## src/rtl/opb_register_bank_ppc2simulink.sv

```systemverilog
`default_nettype none
// ============================================================================
// Module   : opb_register_bank_ppc2simulink
// Brief    : NUM_REGS x 32-bit OPB slave register bank (level, pulse, status)
//            feeding Simulink user logic in the OPB clock domain.
// Revision : 1.0 - initial release
// ============================================================================
module opb_register_bank_ppc2simulink #(
    parameter logic [31:0] C_BASEADDR   = 32'h0000_0000,
    parameter logic [31:0] C_HIGHADDR   = 32'h0000_00FF,
    parameter int          C_OPB_AWIDTH = 32,
    parameter int          C_OPB_DWIDTH = 32,
    parameter int          NUM_REGS     = 8,
    parameter logic [63:0] PULSE_MASK   = 64'h0,
    parameter logic [63:0] RO_MASK      = 64'h0,
    parameter logic [31:0] RST_VALUE    = 32'h0000_0000
) (
    input  logic                      OPB_Clk,
    input  logic                      OPB_Rst_n,
    input  logic [0:C_OPB_AWIDTH-1]   OPB_ABus,
    input  logic [0:3]                OPB_BE,
    input  logic [0:C_OPB_DWIDTH-1]   OPB_DBus,
    input  logic                      OPB_RNW,
    input  logic                      OPB_select,
    input  logic                      OPB_seqAddr,
    output logic [0:C_OPB_DWIDTH-1]   Sl_DBus,
    output logic                      Sl_xferAck,
    output logic                      Sl_errAck,
    output logic                      Sl_retry,
    output logic                      Sl_toutSup,
    output logic [32*NUM_REGS-1:0]    user_data_out,
    output logic [NUM_REGS-1:0]       user_wr_stb,
    input  logic [32*NUM_REGS-1:0]    user_data_in
);

    typedef enum logic [0:0] {
        S_IDLE = 1'b0,
        S_ACK  = 1'b1
    } state_t;

    state_t      r_state;
    logic        r_ack;
    logic [31:0] r_rdata;
    logic        r_rnw;
    logic        r_in_bank;
    logic [29:0] r_idx;
    logic [3:0]  r_be;
    logic [31:0] r_wdata;

    logic [31:0] w_addr;
    logic [31:0] w_offset;
    logic [29:0] w_idx;
    logic        w_hit;
    logic        w_in_bank;
    logic [31:0] w_wdata;
    logic [3:0]  w_be;
    logic [31:0] w_rd_val;
    logic        w_wr_go;
    logic        w_unused;

    // Vector assignment maps OPB bit 0 (MSB) onto register bit 31 directly.
    assign w_addr    = OPB_ABus;
    assign w_wdata   = OPB_DBus;
    assign w_be      = OPB_BE;
    assign w_offset  = w_addr - C_BASEADDR;
    assign w_idx     = w_offset[31:2];
    assign w_hit     = OPB_select && (w_addr >= C_BASEADDR) && (w_addr <= C_HIGHADDR);
    assign w_in_bank = (w_idx < 30'(NUM_REGS));
    assign w_unused  = ^{OPB_seqAddr, w_offset[1:0], user_data_in};

    always_comb begin
        w_rd_val = '0;
        for (int i = 0; i < NUM_REGS; i++) begin
            if (w_in_bank && (w_idx == 30'(i))) begin
                if (RO_MASK[i])
                    w_rd_val = user_data_in[32*i +: 32];
                else if (PULSE_MASK[i])
                    w_rd_val = RST_VALUE;
                else
                    w_rd_val = user_data_out[32*i +: 32];
            end
        end
    end

    always_ff @(posedge OPB_Clk or negedge OPB_Rst_n) begin
        if (!OPB_Rst_n) begin
            r_state   <= S_IDLE;
            r_ack     <= 1'b0;
            r_rdata   <= '0;
            r_rnw     <= 1'b1;
            r_in_bank <= 1'b0;
            r_idx     <= '0;
            r_be      <= '0;
            r_wdata   <= '0;
        end else begin
            case (r_state)
                S_IDLE: begin
                    if (w_hit) begin
                        r_state   <= S_ACK;
                        r_ack     <= 1'b1;
                        r_rnw     <= OPB_RNW;
                        r_in_bank <= w_in_bank;
                        r_idx     <= w_idx;
                        r_be      <= w_be;
                        r_wdata   <= w_wdata;
                        r_rdata   <= OPB_RNW ? w_rd_val : 32'h0;
                    end
                end
                S_ACK: begin
                    // Select may still be high here; it is deliberately not re-decoded.
                    r_state <= S_IDLE;
                    r_ack   <= 1'b0;
                    r_rdata <= '0;
                end
                default: begin
                    r_state <= S_IDLE;
                    r_ack   <= 1'b0;
                    r_rdata <= '0;
                end
            endcase
        end
    end

    assign w_wr_go = (r_state == S_ACK) && !r_rnw && r_in_bank;

    for (genvar i = 0; i < NUM_REGS; i++) begin : g_reg
        if (RO_MASK[i]) begin : g_ro
            assign user_data_out[32*i +: 32] = RST_VALUE;
            assign user_wr_stb[i]            = 1'b0;
        end else begin : g_rw
            logic [31:0] r_value;
            logic        r_stb;
            logic        w_sel;
            logic [31:0] w_merged;

            assign w_sel = w_wr_go && (r_idx == 30'(i));

            always_comb begin
                w_merged = r_value;
                for (int b = 0; b < 4; b++) begin
                    if (r_be[b])
                        w_merged[8*b +: 8] = r_wdata[8*b +: 8];
                end
            end

            always_ff @(posedge OPB_Clk or negedge OPB_Rst_n) begin
                if (!OPB_Rst_n) begin
                    r_value <= RST_VALUE;
                    r_stb   <= 1'b0;
                end else begin
                    r_stb <= w_sel;
                    if (w_sel)
                        r_value <= w_merged;
                    else if (PULSE_MASK[i])
                        r_value <= RST_VALUE;
                end
            end

            assign user_data_out[32*i +: 32] = r_value;
            assign user_wr_stb[i]            = r_stb;
        end
    end

    assign Sl_DBus    = r_rdata;
    assign Sl_xferAck = r_ack;
    assign Sl_errAck  = 1'b0;
    assign Sl_retry   = 1'b0;
    assign Sl_toutSup = 1'b0;

endmodule
`default_nettype wire

```

## config.mk

```make
export PLATFORM = sky130hd
export DESIGN_NAME = opb_register_bank_ppc2simulink
export DESIGN_NICKNAME = d
export VERILOG_FILES = /design/src/rtl/opb_register_bank_ppc2simulink.sv
export SDC_FILE = /design/constraint.sdc
export NUM_CORES = 1
export LEC_CHECK = 0
export ABC_AREA = 1
export CAP_MARGIN = 20
export CORE_AREA = 2 2 248 250
export CTS_BUF_LIST = sky130_fd_sc_hd__clkbuf_16
export DETAILED_ROUTE_END_ITERATION = 8
export DIE_AREA = 0 0 250 252
export GPL_TIMING_DRIVEN = 0
export PLACE_DENSITY = 0.64
export SLEW_MARGIN = 25
export SYNTH_ARGS = -nofsm -noshare
export SYNTH_HDL_FRONTEND = slang
export SYNTH_SLANG_ARGS = --single-unit
```

## constraint.sdc

```tcl
create_clock -name OPB_Clk -period 3.3 [get_ports OPB_Clk]
set_input_delay 0.495 -clock OPB_Clk [delete_from_list [all_inputs] [get_ports OPB_Clk]]
set_output_delay 0.495 -clock OPB_Clk [all_outputs]
set_load 0.01 [all_outputs]
```

==> flow_summary_export.csv <==
group,metric,value,unit
status,status,"finished clean",
floorplan,io_pins,629,
synth,synthTopLogicFamily,"simple AND/OR/NAND/NOR gates",
synth,synthSimpleGateAreaFrac,24.7,%
clock_tree,cts_tree,"done",
power,comb_power_share,2.3,%
placed_design,portBuffers,366,
synth,ys_seq_share,57.4,%
clock_tree,cts_resized,0,
floorplan,die_h,252,um
synth,yosysCellCount,1914,
critical_path,rr_endpoint,"g_reg[4].g_rw.r_value[28]",
power,p_total,9490,uW
global_routing,grtUsageMet2,33.8,%
final_timing,rsz0062_at_grt,"no",
floorplan,chipArea,63000,um2
final_timing,slew_viol_final,0,
global_routing,grtUsageMet1,30.7,%
critical_path,worst-endpoint-required,3.81,ns
placed_design,dpl.hpwl,51300,um
finish,num-nets-final,2661,
synth,common_cells,"nand2_1 (550), dfrtp_1 (365), o21ai_0 (296)",
floorplan,num_rows,90,
synth,ys_chip_area,16000,um2
critical_path,worst-r2r-setup-slack,0.21,ns
critical_path,endpoint,"Sl_DBus[14]",
power,p_int,7360,uW
critical_path,critPathCaptureType,"register",
route,antenna_left,0,
final_timing,final.period_utilization,95.2,%
synth,top_area_cell,"dfrtp_1",
final_timing,worst_pin_slew,1.09,ns
finish,drive_above_1_share,6.93,%
critical_path,crit_arrival,3.65,ns
min_path,hold_path_class,"register to register",
power,p_sw,2130,uW
clock_tree,cts.clk_slew.worst_paths,0.06,ns
finish,nNonClkBuffers,472,
synth,async_flop_share,100,%
finish,nFillCells,6164,
critical_path,cp_cell_sequence,"clkdlybuf4s50_1 -> nor2_2 -> nand2_1 -> nor3_2 -> nor3b_4 -> buf_4 -> nand2_1 -> nand4_1 -> nand2_1 -> nand2_1",
finish,largest_reg_flops,256,
placed_design,pre_cts_ws,-0.595,ns
critical_path,crit_slowest_cell,"nor3_2",
finish,regArea,9160,um2
global_routing,grt_pass1_vias,14600,
critical_path,crit_type,"input pin to register",
synth,synth_cell_types,33,
final_timing,fmax,318,MHz
finish,fin_area,22200,um2
power,p_comb,218,uW
final_timing,skew,0.0272,ns
critical_path,path_max_fanout,10,
synth,ys_sh_aoi,10.3,%
route,vias_per_cell,4.82,
global_routing,grt_max_degree,87,
synth,ys.flops,366,
route,drtPass1Iterations,6,
route,vias,15200,
synth,ys_sh_adder,0,%
clock_tree,postCtsSetupBuffers,0,
clock_tree,clock-sinks,366,
finish,nClkBuffers,45,
finish,comb_area_share,25.4,%
Figure 1. I/O pins on the die edge.
Drawn at 2 px/um. Pins as bars across the die edge, other pins in grey.
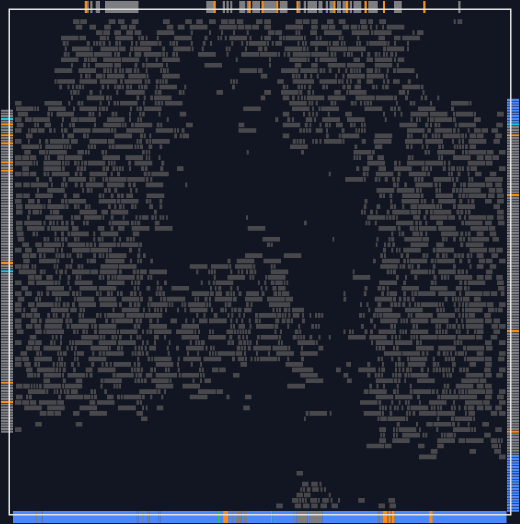
colour	port	pins	direction	edge
green	Sl_xferAck	1	output	bottom
blue	user_data_in	256	input	226 bottom, 30 right
cyan	OPB_BE	4	input	2 left, 1 right, 1 bottom
orange	Sl_DBus	32	output	11 top, 9 bottom, 8 left, 4 right
all pins by edge	268 bottom, 152 right, 119 left, 90 top

Figure 2. A small window of the routed layout.
Window x 105 to 145, y 106 to 146 um. Cells in grey, sequential cells in the stronger grey; small squares are vias.
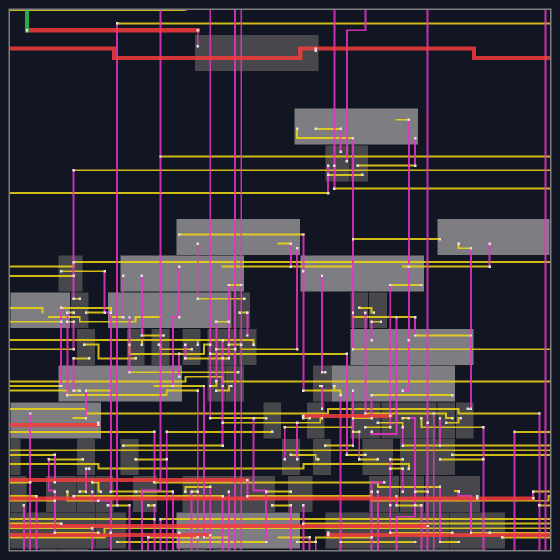
colour	layer
magenta	met2
yellow	met1
green	met4
red	met3
most frequent	inv_1 (11), dfrtp_1 (11), nand2_1 (10)
sequential cells in the window	11
cells with their middle in the window	53
netlist names of flops here include	r_idx (10), r_wdata (1)

Figure 3. Signal wires on met2.
Drawn at 1.5 px/um.
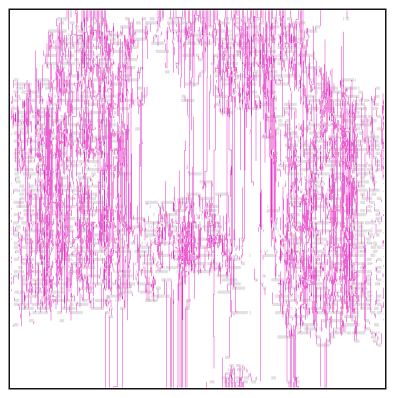
share of all routed wire	45%
main direction	vertical

Figure 4. Metal layers overlaid.
Drawn at 1.5 px/um. Only two layers are drawn.
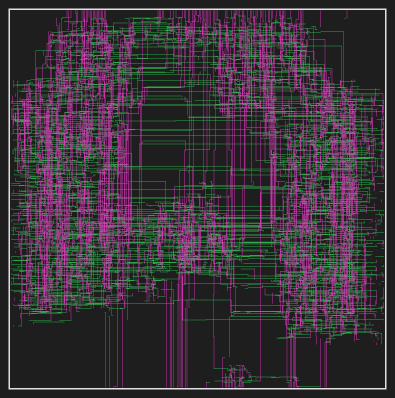
colour	layer	wire length
green	met1	30.7 mm
magenta	met2	31.2 mm

Figure 5. Cell placement.
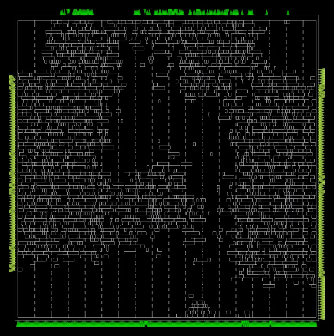
fin util: 36.8%
non-filler instance count after layout: 3,149
sequential cell count: 366
flop share of the area: 41.4%
well tap count: 782

Power figures rest on the tool's default switching activity, not on a simulated workload.
